`config.mk`:
```
export PLATFORM = sky130hd
export DESIGN_NAME = fpu_issue_ctrl
export DESIGN_NICKNAME = d
export VERILOG_FILES = /design/src/rtl/fpu_issue_ctrl.sv
export SDC_FILE = /design/constraint.sdc
export NUM_CORES = 1
export LEC_CHECK = 0
export CORE_AREA = 3 3 132 96
export CTS_CLUSTER_DIAMETER = 40
export DETAILED_ROUTE_END_ITERATION = 10
export DIE_AREA = 0 0 135 99
export HOLD_SLACK_MARGIN = 0.06
export PLACE_DENSITY = 0.84
export SLEW_MARGIN = 5
export SYNTH_ARGS = -nofsm -noshare
export SYNTH_HDL_FRONTEND = slang
export SYNTH_SLANG_ARGS = --single-unit
```
`constraint.sdc`:
```
create_clock -name clk -period 4.4 [get_ports clk]
set_input_delay 0.44 -clock clk [delete_from_list [all_inputs] [get_ports clk]]
set_output_delay 0.44 -clock clk [all_outputs]
set_load 0.03 [all_outputs]
```
`src/rtl/fpu_issue_ctrl.sv`:
```
// fpu_issue_ctrl: host-side issue controller for the fpu core.
// Accepts one request over valid/ready and holds the operands on the fpu
// inputs. It waits the op's fixed latency, then captures the result and
// flags and returns them over a valid/ready response port. Only one
// operation is in flight at a time.
// Optional build macro FPU_STICKY_FLAGS_EN adds the sticky_clr input and an
// OR-accumulated sticky_flags output.
module fpu_issue_ctrl #(
  parameter int LAT_ADD = 4,
  parameter int LAT_MUL = 5,
  parameter int LAT_DIV = 28,
  parameter int CNT_W   = 6
) (
  input  logic        clk,
  input  logic        rst,
`ifdef FPU_STICKY_FLAGS_EN
  input  logic        sticky_clr,
  output logic [7:0]  sticky_flags,
`endif
  input  logic        req_valid,
  output logic        req_ready,
  input  logic [2:0]  req_op,
  input  logic [1:0]  req_rmode,
  input  logic [31:0] req_opa,
  input  logic [31:0] req_opb,
  output logic [2:0]  fpu_op,
  output logic [1:0]  fpu_rmode,
  output logic [31:0] fpu_opa,
  output logic [31:0] fpu_opb,
  input  logic [31:0] fpu_out,
  input  logic [7:0]  fpu_flags,
  output logic        rsp_valid,
  input  logic        rsp_ready,
  output logic [31:0] rsp_data,
  output logic [7:0]  rsp_flags,
  output logic        rsp_err,
  output logic        busy
);

  typedef enum logic [1:0] {IDLE, WAIT, RESP} state_t;

  localparam logic [31:0] QNAN = 32'h7FC0_0000;

  state_t             state_q, state_d;
  logic [CNT_W-1:0]   cnt_q;
  logic [CNT_W-1:0]   lat_sel;
  logic               accept;
  logic               op_ok;
  logic               capture;
  logic               retire;

  // Handshake and phase qualifiers; requests are only looked at in IDLE.
  assign accept  = req_valid && (state_q == IDLE);
  assign op_ok   = !req_op[2];
  assign capture = (state_q == WAIT) && (cnt_q == '0);
  assign retire  = (state_q == RESP) && rsp_ready;

  assign req_ready = (state_q == IDLE);
  assign rsp_valid = (state_q == RESP);
  assign busy      = (state_q != IDLE);

  // Fixed latency of the requested op (add/sub share one latency).
  always_comb begin
    // NOTE: every always_comb output gets a default first, so no path can infer a latch.
    lat_sel = CNT_W'(LAT_DIV);
    case (req_op[1:0])
      2'd0, 2'd1: lat_sel = CNT_W'(LAT_ADD);
      2'd2:       lat_sel = CNT_W'(LAT_MUL);
      default:    lat_sel = CNT_W'(LAT_DIV);
    endcase
  end

  // State register.
  always_ff @(posedge clk or posedge rst) begin
    // NOTE: sequential state uses non-blocking assignments only; reset is asynchronous.
    if (rst) state_q <= IDLE;
    else     state_q <= state_d;
  end

  // Next-state logic; a retiring response always passes through IDLE (no bypass).
  always_comb begin
    state_d = state_q;
    case (state_q)
      IDLE:    if (accept) state_d = op_ok ? WAIT : RESP;
      WAIT:    if (capture) state_d = RESP;
      RESP:    if (retire) state_d = IDLE;
      default: state_d = IDLE;
    endcase
  end

  // Latency counter: loaded on accept, counts down to zero while waiting.
  always_ff @(posedge clk or posedge rst) begin
    if (rst) begin
      cnt_q <= '0;
    end else if (accept && op_ok) begin
      cnt_q <= lat_sel;
    end else if ((state_q == WAIT) && (cnt_q != '0)) begin
      cnt_q <= cnt_q - CNT_W'(1);
    end
  end

  // Operand registers feeding the fpu; they change only on a supported accept.
  always_ff @(posedge clk or posedge rst) begin
    if (rst) begin
      fpu_op    <= '0;
      fpu_rmode <= '0;
      fpu_opa   <= '0;
      fpu_opb   <= '0;
    end else if (accept && op_ok) begin
      fpu_op    <= req_op;
      fpu_rmode <= req_rmode;
      fpu_opa   <= req_opa;
      fpu_opb   <= req_opb;
    end
  end

  // Response registers: a quiet NaN for unsupported ops, else the fpu capture.
  always_ff @(posedge clk or posedge rst) begin
    if (rst) begin
      rsp_data  <= '0;
      rsp_flags <= '0;
      rsp_err   <= 1'b0;
    end else if (accept && !op_ok) begin
      rsp_data  <= QNAN;
      rsp_flags <= '0;
      rsp_err   <= 1'b1;
    end else if (capture) begin
      rsp_data  <= fpu_out;
      rsp_flags <= fpu_flags;
      rsp_err   <= 1'b0;
    end
  end

`ifdef FPU_STICKY_FLAGS_EN
  // Sticky flag accumulator; a clear wins over a capture in the same cycle.
  always_ff @(posedge clk or posedge rst) begin
    if (rst) begin
      sticky_flags <= '0;
    end else if (sticky_clr) begin
      sticky_flags <= '0;
    end else if (capture) begin
      sticky_flags <= sticky_flags | fpu_flags;
    end
  end
`endif

endmodule

```
==> commit_impl_results.txt, run 1 <==
Refresh implementation metrics

- Result of the run: completed
* Synth area leader: dfrtp_1
* Synthesized flop and latch total: 118
- Final Max Slew Viols: 0
- The core region is 0.0115 sq mm.
- Gr busiest metal: met2
- From synthesis to final layout, the design area changed by 64.9%.
- Maximum ir drop on the vdd rail: 0.000353 V
- Net count after synthesis: 631
* Period Utilization, post-route: roughly 60%
- Share of Yosys cell area claimed by the top area cell type: 63.2%
- Sw frac: roughly two fifths
* Final Power: 0.00572 W
- The iteration count recorded for the first detailed-route pass is 4.
* Most used DFF post-synth: dfrtp_1
- Pwr top: combinational cells
* Slew @ Worst Pin: between 1 and 1.5 ns
* Drt drc: 0
- Summing over every cut layer, the via total after detailed routing is 4,237.
- Chip area in the Yosys report: 0.00467 sq mm
- FP Rows: 33
* Number of buffers added to fix hold violations after cts: 0
- Clock tree root buffer cell: clkbuf_16
* Antenna Cells: 0
- The layout summary lists the proportion of cells stronger than drive strength 1 as 5.60%.
- Category of the critical setup timing path: register to register
- Counting flops with an async set or reset pin after synthesis yields a share of 100%.
- Unique cell types: 30
- The internal power of the cells totals 0.00352 W.
- Slack of the worst reg-to-reg path: around 1.8 ns
* Clock network fraction of design power: 26.3%
- Number of stages on the worst hold path: 2
* Clk_lat worst skew: 0.41 ns
- Power dissipated in the clock network: 0.00151 W
* Proportion of power drawn by flip-flops and latches: 31.2%
- Met3 Use GR: 8.16%
* Instance tally after logic synthesis: 516
- Number of flops mapped to enable cells by yosys: 0
* Total power divided by cell area: 743 mW/mm^2
- The worst hold path terminates at fpu_opa[23].
* Synth Seq Share: roughly 63%
* Met1 Track Usage GR: approximately a quarter
- Die outline height: 99 um
- Post-layout instance count excluding filler cells: 907
* Crit path max fanout: 64
- The via count of the first global-routing pass is around 4,200.
- Crit path DRT: 4.68 ns
* Tmin final: 2.65 ns
- Logic depth along the worst register-to-register path is recorded as 7.
- Warnings from Yosys: 0
* Wire length of the first global-routing pass: ~21,000 um
- For the worst reg-to-reg path, the endpoint reported by OpenROAD is rsp_data[26].
* Setup TNS: 0 ns
- Number of antenna violations at the first check in global routing: 0
- Total length of routed wires: between 10,000 and 15,000 um
* Final weighted congestion in routability-driven placement: 0.855
- On the final layout, the worst hold slack is 0.468 ns.
* Launch instance of the worst register-to-register path: cnt_q[0]
* Type of the tightest min-delay check: register to register
* Combinational logic power: ~0.0024 W
- Most frequent cells in the layout: clkdlybuf4s50_1 (225), nand2_1 (209), dfrtp_1 (118)
* Start point of the worst hold path: fpu_opa[23]
==> run 1: state kept, by name, indices dropped and copies added (netlist names) <==
signal and flops:
fpu_opb 32, fpu_op 3, rsp_data 32, state_q 2
fpu_opa 32, cnt_q 6, rsp_err 1, fpu_rmode 2
rsp_flags 8
==> run 1: worst max-delay path, cell delays in order (launching register included) <==
cell and delay [ns]:
dfrtp_1 0.40, inv_1 0.09, ha_1 0.15, nor3b_2 0.32, nand3_2 0.84, buf_4 0.52, nor2_1 0.12, a21oi_1 0.05
==> run 1: metrics by stage <==
step	area, sq um	setup slack [ns]	utilization (%)
2_1_floorplan	4670	0.831	-
3_3_place_gp	7050	1.94	61.2
3_5_place_dp	7050	1.81	61.2
4_1_cts	7700	1.78	66.8
5_1_grt	7700	1.46	66.8
6_report	7700	1.75	66.8
==> run 1: cell families after synthesis <==
family	count (synthesis)	synth area share [%]
simple gates	278	24.5
flops	118	63.2
buf+inv	63	5.31
compound gates	52	5.84
xor+xnor	2	0.375
fa+ha+maj	2	0.536
mux	1	0.241
==> run 1: cell type report <==
cell class	count	area (sq um)
well taps	157	196
multi-input cells	335	1480
fillers	842	3820
inverters	35	134
flip-flops and latches	118	2950
clock buffers	18	429
clock inverters	14	223
repair buffers	230	2290
==> run 1: cell usage after synthesis, drive strengths merged (2+ instances only) <==
master	instances
a21oi	12
inv	35
ha	2
a31oi	2
nand3b	2
nor3	2
nand3	33
nand2	209
buf	9
nor2b	2
o21ai	34
clkbuf	19
dfrtp	118
nor2	22
o31ai	2
==> run 1: per-layer routing <==
layer,share of wire [%],wire [um]
met5,0,0
met4,1.5,192
met3,9.8,1290
met2,47,6100
met1,42,5480
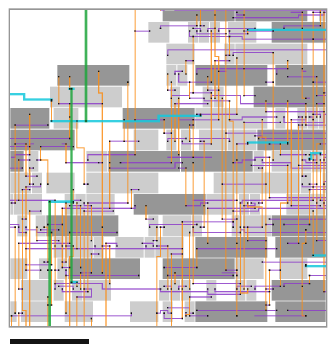
Fig. 1. Layout detail (run 1).
Bar = 10 um. Region (81, 5) to (121, 45) um. Cells in gray, sequential cells in the stronger gray; small squares are vias.
legend:
  orange:
    layer: metal 2
  purple:
    layer: metal 1
  green:
    layer: metal 4
  cyan:
    layer: metal 3
sequential cells in the window: 23
cells with their middle in the window: 103
most frequent: nand2_1 (47), clkdlybuf4s50_1 (24), dfrtp_1 (23)
netlist names of flops here include: `fpu_opa` (17), `fpu_opb` (6)

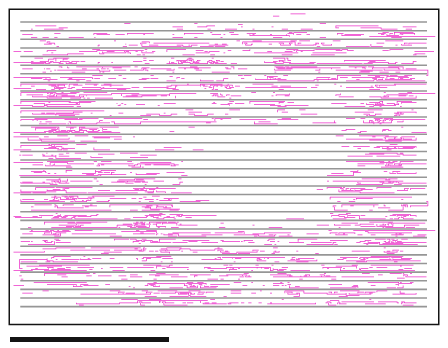
Fig. 2. Metal 1 (run 1).
Bar = 50 um. Supply wires on this layer in gray.
wire length on this layer: 5,480 um
longest straight run: 26.2 um
main direction: horizontal
share of all routed wire: 42%
nets with wire on the layer: 730

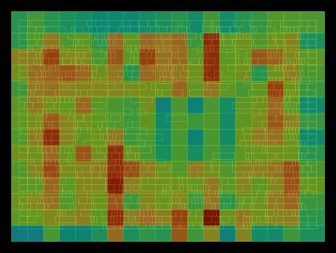
Fig. 3. Congestion heat map (run 1).
GRT met2 Usage: 31.7%
drt wl/cell: 14.4 um

Fig. 4: run 1, gate-type map
Bar = 50 um.
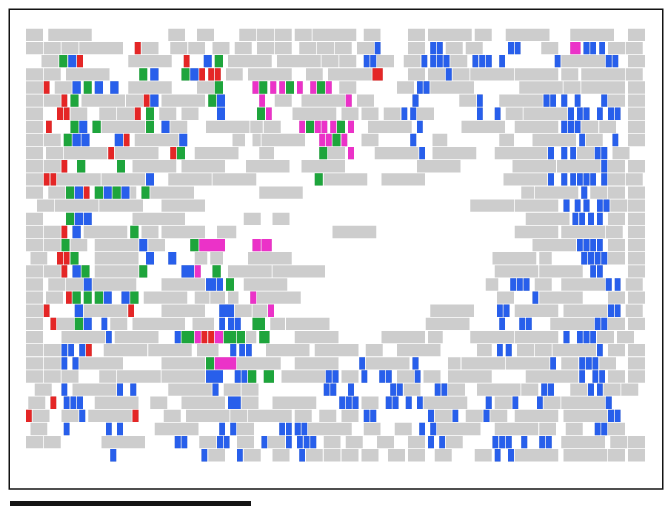

## Run 2: what changed since run 1
Clock period 4.4 ns to 2.8 ns, I/O delays scaled along.
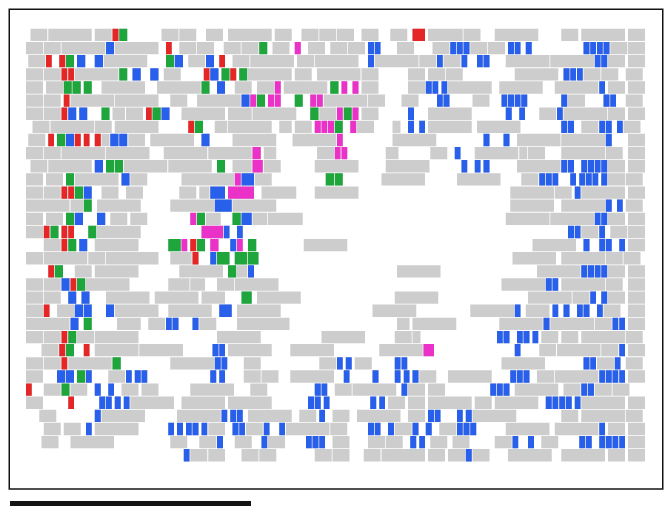
Fig. 5. Gate-type map (run 2).
Bar = 50 um.
legend:
  blue:
    family: nand cells
    cells: 246
    most_used: nand2_1
    where: spread over the die
  red:
    family: inv cells
    cells: 35
    most_used: inv_1
    where: a column on the left
  magenta:
    family: nor cells
    cells: 28
    most_used: nor2_1
  green:
    family: aoi and oai cells
    cells: 51
    most_used: o21ai_0

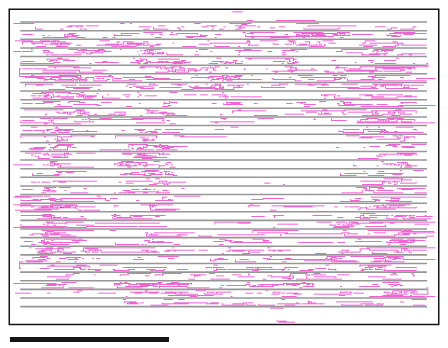
Fig. 6. Metal 1 (run 2).
Bar = 50 um. Supply wires on this layer in gray.
main direction: horizontal
longest straight run: 27.6 um
nets with wire on the layer: 727

==> commit_impl_results.txt, run 2 <==
Refresh implementation metrics

- The type of the worst setup path is register to register (unchanged).
- Top cell types by occurrence after synthesis: nand2_1 (209), dfrtp_1 (118), inv_1 (35) (unchanged).
- Total power divided by cell area: 1140 mW/mm^2 (was 743 mW/mm^2)
- Buffer count from post-CTS setup fixing: 0 (unchanged)
- The vertical die size came to 99 um (unchanged).
- Max-Slew Margin vs Limit: 56.0% (was 24.5%)
- Result of the run: completed (unchanged)
* Setup TNS: 0 ns (unchanged)
* Number of antenna violations at the first check in global routing: 0 (unchanged)
- CTS clk-pin slew, worst paths: 0.06 ns (was 0.05 ns)
- The maximum clock frequency came to 0.429 GHz (was 0.377 GHz).
- The maximum vdd drop was 0.000586 V (was 0.000353 V).
- Most frequent cells in the layout: clkdlybuf4s50_1 (225), nand2_1 (209), dfrtp_1 (118) (unchanged)
* Detailed router's first-iteration violation count: 183 (was 197)
- Clock tree root buffer cell: clkbuf_16 (unchanged)
- Number of global-route vias before repair: 4,342 (was 4,234)
* Clock tree from TritonCTS: yes (unchanged)
- The cell resize tally after clock tree synthesis came to 0 (unchanged).
- Mapped Avg Cell Area: 9.05 sq um (unchanged)
* Data arrival, critical path: 2.61 ns (was 2.93 ns)
- The most frequent cell after synthesis was nand2_1 (unchanged).
- Number of input and output port buffers inserted: 225 (unchanged)
- The number of instances in the synthesized netlist was 516 (unchanged).
- FFs w/ async S/R, synth: 100% (unchanged)
- Top routing layer in use: met4 (unchanged)
- The count of flip-flops with a built-in enable after synthesis came to 0 (unchanged).
- Reported leakage power: 3.65 nW (was 3.64 nW)
- Worst Setup Start Kind: register (unchanged)
* Final #Nets: 854 (was 852)
- Initial cell density of the core: 40.5% (unchanged)
- The count of standard-cell rows is 33 (unchanged).
* Max cap viols: 0 (unchanged)
- Drt drc: 0 (unchanged)
- Final Max Slew Viols: 0 (unchanged)
- The part of the Yosys area used for sequential elements came to 63.2% (unchanged).
- Vias per cell: 4.66 (was 4.67)
- Total die size: 0.0134 sq mm (unchanged)
- Type of destination of the critical path: register (unchanged)
* Layout Skew: 0.00795 ns (was 0.00891 ns)
- Biggest area contributors in the synthesized netlist: dfrtp_1 (63%), nand2_1 (17%), nand3_1 (3.4%) (unchanged).
- CTS Sinks: 118 (unchanged)
- Post-synthesis cell count from yosys: 516 (unchanged)
- Sum of routed wire segments on met1: 5460 um (was 5480 um)
- The placed wire-length estimate after detailed placement came to 9020 um (was 9290 um).
- Final standard cell utilization of the core: 66.9% (was 66.8%)
* Synth area leader: dfrtp_1 (unchanged)
- The required time of the critical path was 3.07 ns (was 4.68 ns).
- The share of the clock period used by the worst path was 83.3% (was 60.2%).
- P&R area growth vs syn: 65.1% (was 64.9%)
- The quantity of hold-fixing buffers added after cts is 0 (unchanged).
* Total iterations of the first detailed-routing run: 4 (unchanged)
* Clk_lat worst skew: 0.40 ns (was 0.41 ns)
- The top flip-flop cell by instance count after synthesis is dfrtp_1 (unchanged).
- CTS Buffer Depth: 2 (unchanged)
- Net count after synthesis: 631 (unchanged)
- Number of placed I/O pins: 226 (unchanged)
- Slack of the critical path: 0.467 ns (was 1.75 ns)
- Slew @ Worst Pin: 0.659 ns (was 1.13 ns)
- The total met3 wirelength after detailed routing was 1250 um (was 1290 um).
- The count of tool warnings is 29 (was 27).
- Slack of the worst reg-to-reg path: 0.47 ns (was 1.75 ns)
- Share of final-layout standard cells stronger than drive strength 1: 5.73% (was 5.60%)
- Tmin final: 2.33 ns (was 2.65 ns)
- RSZ-0062 raised after global routing: false (unchanged)
* Antenna Cells: 0 (unchanged)
* Residual overflow from global routing: 0 (unchanged)
* Wire length of the first global-routing pass: 20,900 um (was 20,800 um)
- The yosys synthesis warning count came to 0 (unchanged).
- The final tally of hold violations is 0 (unchanged).
* Leading cell type in the layout, fill and taps excluded: clkdlybuf4s50_1 (unchanged)
- The pin count of the biggest net entering global routing is 119 (was 75).
- The met2 routing resource usage after global routing is 31.7% (unchanged).
* Unique cell types: 30 (unchanged)
* Remaining antenna violation count after routing: 0 (unchanged)
- Total length of routed wires: 12,800 um (was 13,100 um)
- Crit path max fanout: 38 (was 64)
- The setup violation total in the final timing report came to 0 (unchanged).
- The met2 wirelength from detailed routing came to 5930 um (was 6100 um).
- Synthesized flop and latch total: 118 (unchanged)
* Pre-CTS setup slack: 0.490 ns (was 1.81 ns)
- The maximum level of the CTS H-tree was 4 (unchanged).
- The summed instance area of the synthesized netlist came to 0.00467 sq mm (unchanged).
- The core footprint was 0.0115 sq mm (unchanged).
* Share of Yosys cell area claimed by the top area cell type: 63.2% (unchanged)
- Total CTS buffers: 17 (unchanged)
* Final weighted congestion in routability-driven placement: 0.736 (was 0.855)
- The width of the die came to 135 um (unchanged).
* Largest registers: fpu_opa (32), fpu_opb (32), rsp_data (32) (unchanged)
- Chip area in the Yosys report: 0.00467 sq mm (unchanged)
- Type of the tightest min-delay check: input port to async pin (was register to register)
- Final standard cell area without fillers: 0.00771 sq mm (was 0.00770 sq mm)
* Vias after detailed routing: 4,231 (was 4,237)
- The standard cell area after detailed placement is 0.00710 sq mm (was 0.00705 sq mm).
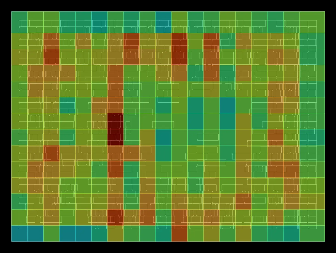
Fig. 7. Congestion heat map (run 2).
drt wl/cell: 14.1 um
gr usage total: 19.6%
met1 Track Usage GR: 24.0%
met3 Use GR: 8.01%
gr busiest metal: met2

==> run 2: cell counts after synthesis <==
No cell type changed its count.
==> run 2: per-stage QoR <==
step / hold WS, ns / power [W] / instances
after detailed placement: 0.461 / 0.00667 / 877
after CTS: 0.389 / 0.00891 / 907
after global placement: 0.457 / 0.00657 / 877
after global routing: 0.402 / 0.00928 / 907
final: 0.358 / 0.00882 / 907
after floorplan: 0.385 / 0.00488 / 516
==> run 2: area by class of cell <==
cell class	count	area (sq um)
fill	853	3810
sequential	118	2950
timing repair buffer	232	2340
multi-input combinational	335	1480
clock buffer	21	480
tap	157	196
inverter	35	135
clock inverter	9	125
==> run 2: cell families after synthesis <==
logic type      share of synthesized area (%)
fa+ha+maj                               0.536
buf+inv                                  5.31
compound gates                           5.84
simple gates                             24.5
mux                                     0.241
flops                                    63.2
xor+xnor                                0.375
==> run 2: where the power goes <==
group / internal, W / switching (W) / total (W)
logic: 0.00158 / 0.00227 / 0.00385
clock network: 0.00148 / 0.000719 / 0.00220
registers: 0.00238 / 0.000397 / 0.00278
==> run 2: critical path, cell delays in order, from the launching register on <==
cell,delay [ns]
dfrtp_1,0.40
inv_1,0.09
ha_1,0.16
nor3b_2,0.31
nand3_2,0.58
buf_4,0.44
nand3_1,0.12
o21ai_0,0.10
==> run 2: final timing paths <==
check	start	to	cells after the start
max in group asynchronous	rst	fpu_opb[11]	3
min reg2reg	fpu_opa[10]	fpu_opa[10]	2
min	rst	fpu_opb[22]	3
max reg2reg	cnt_q[0]	rsp_flags[0]	7
min in group clk	req_rmode[1]	fpu_rmode[1]	3
max	cnt_q[0]	rsp_flags[0]	7
Fig. 8: run 2, M3 wires
Bar = 50 um. Cells faint in the background.
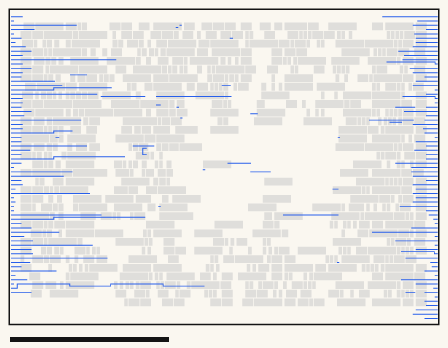

## Run 3: what changed since run 2
Settings changed: CORE_AREA 3 3 132 96 to 3 3 139 100, DIE_AREA 0 0 135 99 to 0 0 142 103, PLACE_DENSITY 0.84 to 0.8.
Clock period 2.8 ns to 2 ns, I/O delays scaled along.
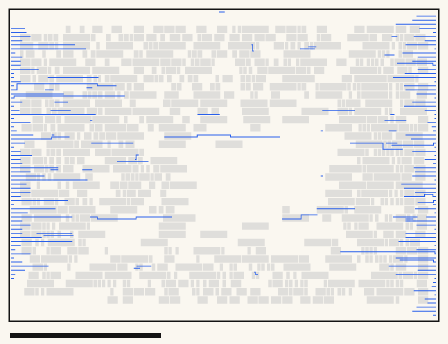
Fig. 9. M3 wires (run 3).
Bar = 50 um. Cells faint in the background.
nets with wire on the layer: 157
share of all routed wire: 9.2%
wire length on this layer: 1,230 um

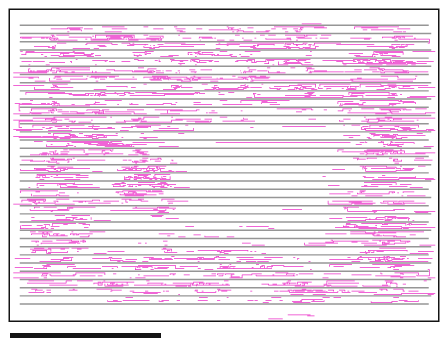
Fig. 10. Metal 1 (run 3).
Bar = 50 um. Supply wires on this layer in gray.
nets with wire on the layer: 737
longest straight run: 44.6 um

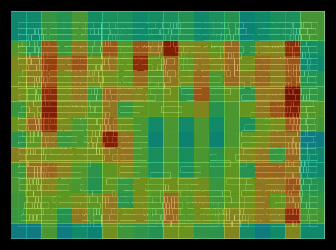
Fig. 11. Congestion heat map (run 3).
met3 Use GR: 6.54%
gr usage total: 17.9%
final standard cell utilization of the core: 62.0%

==> commit_impl_results.txt, run 3 <==
Refresh implementation metrics

- The count of flip-flops with a built-in enable after synthesis was 0 (unchanged).
- Layout Skew: 0.00806 ns (was 0.00795 ns)
- Residual overflow from global routing: 0 (unchanged)
- The clock period minus worst slack is 1.84 ns (was 2.33 ns).
* Data arrival, critical path: 2.11 ns (was 2.61 ns)
- The total via count after detailed routing is 4,283 (was 4,231).
- The max-cap check violation count came to 0 (unchanged).
- Mapped cell area: 0.00467 sq mm (unchanged)
- The net load switching power is 0.00483 W (was 0.00339 W).
- Largest registers: fpu_opa (32), fpu_opb (32), rsp_data (32) (unchanged)
* Number of stages on the worst hold path: 3
- Maximum ir drop on the vdd rail: 0.000957 V (was 0.000586 V)
- Clock network fraction of design power: 25.8% (was 24.9%)
- Result of the run: completed (unchanged).
- H-tree depth reported by CTS: 4 (unchanged)
* Period Utilization, post-route: 92.0% (was 83.3%)
- Power dissipated in the clock network: 0.00324 W (was 0.00220 W)
* Most used DFF post-synth: dfrtp_1 (unchanged)
- Number of buffers added to fix hold violations after cts: 0 (unchanged)
- The area enclosed by the die boundary came to 0.0146 sq mm (was 0.0134 sq mm).
- Area fraction in full adders, half adders and majority gates: 0.536% (unchanged)
* CTS Sinks: 118 (unchanged)
* Post-synthesis cell count from yosys: 516 (unchanged)
* Chip area in the Yosys report: 0.00467 sq mm (unchanged)
- The count of standard-cell rows is 34 (was 33).
- The tally of unique sky130hd cells used after synthesis was 30 (unchanged).
- The power density over cell area came to 1610 mW/mm^2 (was 1140 mW/mm^2).
- The worst min-delay path class is input port to register (was input port to async pin).
- The max-slew violation total from the final report was 0 (unchanged).
- Critical R2R Capture: rsp_data[24] (was rsp_flags[0])
* Antenna Cells: 0 (unchanged)
- Achievable clock frequency: 0.543 GHz (was 0.429 GHz)
- The post-synthesis average cell area came to 9.05 sq um (unchanged).
* Initial cell density of the core: 37.2% (was 40.5%)
* Slew @ Worst Pin: 0.615 ns (was 0.659 ns)
- Biggest area contributors in the synthesized netlist: dfrtp_1 (63%), nand2_1 (17%), nand3_1 (3.4%) (unchanged).
- Leading cell type in the layout, fill and taps excluded: clkdlybuf4s50_1 (unchanged)
- The count of tool warnings was 29 (unchanged).
- Detailed router's first-iteration violation count: 223 (was 183)
- Total CTS buffers: 17 (unchanged)
- Wire length of the first global-routing pass: 20,800 um (was 20,900 um)
* Remaining antenna violation count after routing: 0 (unchanged)
- The number of nets produced by synthesis is 631 (unchanged).
- Proportion of power drawn by flip-flops and latches: 31.2% (was 31.5%)
- HPWL after DPL: 9540 um (was 9020 um)
- The internal power of the cells is 0.00773 W (was 0.00544 W).
- The setup violation total in the final timing report came to 0 (unchanged).
- Post-layout instance count excluding filler cells: 915 (was 907)
* Sw frac: 38.4% (about the same)
- The flop-to-flop setup slack was 0.16 ns (was 0.47 ns).
- The post-route DRC violation count was 0 (unchanged).
* Pwr top: combinational cells (unchanged)
* Synth area leader: dfrtp_1 (unchanged)
* Final weighted congestion in routability-driven placement: 0.877 (was 0.736)
* Die outline height: 103 um (was 99 um)
* Final #Nets: 855 (was 854)
- Instance tally after logic synthesis: 516 (unchanged)
- Final hold slack: 0.328 ns (was 0.358 ns)
* Reported leakage power: 3.70 nW (was 3.65 nW)
- Worst Setup Start Kind: register (unchanged)
- Top logic family: simple AND/OR/NAND/NOR gates (unchanged)
- Looking at hold timing, the worst path starts from req_opa[27].
* Number of placed I/O pins: 226 (unchanged)
* Post-Synth AOI/OAI Area: 5.84% (unchanged)
- The async set-reset flop share out of synthesis was 100% (unchanged).
- Library cell with the highest instance count after synthesis: nand2_1 (unchanged)
* Warnings from Yosys: 0 (unchanged)
- The count of buffers from port buffering came to 225 (unchanged).
- The width of the die was 142 um (was 135 um).
- Count of cells along the worst register-to-register path: 7 (unchanged)
- The critical register-to-register path startpoint is cnt_q[0] (unchanged).
- Most frequent cells in the layout: clkdlybuf4s50_1 (222), nand2_1 (209), dfrtp_1 (118) (was clkdlybuf4s50_1 (225), nand2_1 (209), dfrtp_1 (118))
* Total iterations of the first detailed-routing run: 4 (unchanged)
- The flop and latch count out of synthesis was 118 (unchanged).
- Top cell types by occurrence after synthesis: nand2_1 (209), dfrtp_1 (118), inv_1 (35) (unchanged).
* Crit path max fanout: 71 (was 38)
- Number of global-route vias before repair: 4,237 (was 4,342)
- End of the worst hold path: fpu_opa[27]
- The buffer cell driving the clock tree root was clkbuf_16 (unchanged).
- The final tally of hold violations was 0 (unchanged).
- Core area: 0.0125 sq mm (was 0.0115 sq mm)
- Number of cells in the design after placement: 883 (was 877)
- Category of the critical setup timing path: register to register (unchanged)
- Relative contribution of combinational cells to total power: 43.0% (was 43.6%)
* CTS Buffer Depth: 2 (unchanged)
- Power consumed by sequential cells: 0.00392 W (was 0.00278 W)
- The part of the Yosys area used for sequential elements came to 63.2% (unchanged).
-- run 3: cell counts after synthesis --
No cell type changed its count.
-- run 3: cell type report --
class                      instances  area (sq um)
fill                            1006          4770
sequential                       118          2950
timing repair buffer             233          2370
multi-input combinational        335          1490
clock buffer                      21           470
tap                              162           203
clock inverter                    11           171
inverter                          35           135
-- run 3: critical path, cell delays in order, from the launching register on --
cell and delay, ns:
dfrtp_1 0.40, inv_1 0.09, ha_1 0.14, nor3b_2 0.35
nand3_4 0.22, buf_12 0.25, nor2_1 0.16, a21oi_1 0.07
-- run 3: layer usage --
layer	GRT usage (%)	vias to the layer above	share of wire, %
met5	0	-	0
met4	5.97	0	1.4
met3	6.54	17	9.2
met2	28.3	201	46
met1	23.1	1998	44
li1	-	2067	-
-- run 3: worst max path at each step --
stage / startpoint / depth (start not counted) / end / slack (ns)
2_1_floorplan: state_q[1] / 7 / fpu_op[0] / 0.26
6_report: cnt_q[0] / 7 / rsp_data[24] / 0.16
3_5_place_dp: cnt_q[0] / 7 / rsp_data[1] / 0.15
5_1_grt: cnt_q[0] / 7 / rsp_data[15] / 0.03
3_3_place_gp: req_valid / 5 / cnt_q[0] / 0.24
4_1_cts: state_q[1] / 2 / rsp_valid / 0.0006
-- run 3: per-stage QoR --
stage	setup slack, ns	power (W)	instance area [sq um]	utilization, %
global placement	0.237	0.00923	7130	56.8
detailed placement	0.152	0.00938	7130	56.8
global route	0.0279	0.0132	7780	62.0
finish	0.160	0.0126	7780	62.0
floorplan	0.264	0.00683	4670	-
CTS	0.000589	0.0127	7770	61.9
-- run 3: what timing repair did --
action,in CTS,in global routing
resized,2,3
buffers inserted,0,0
gates cloned,0,0
endpoints found under the setup margin,2,12
Power is estimated from default activity; no workload was simulated.
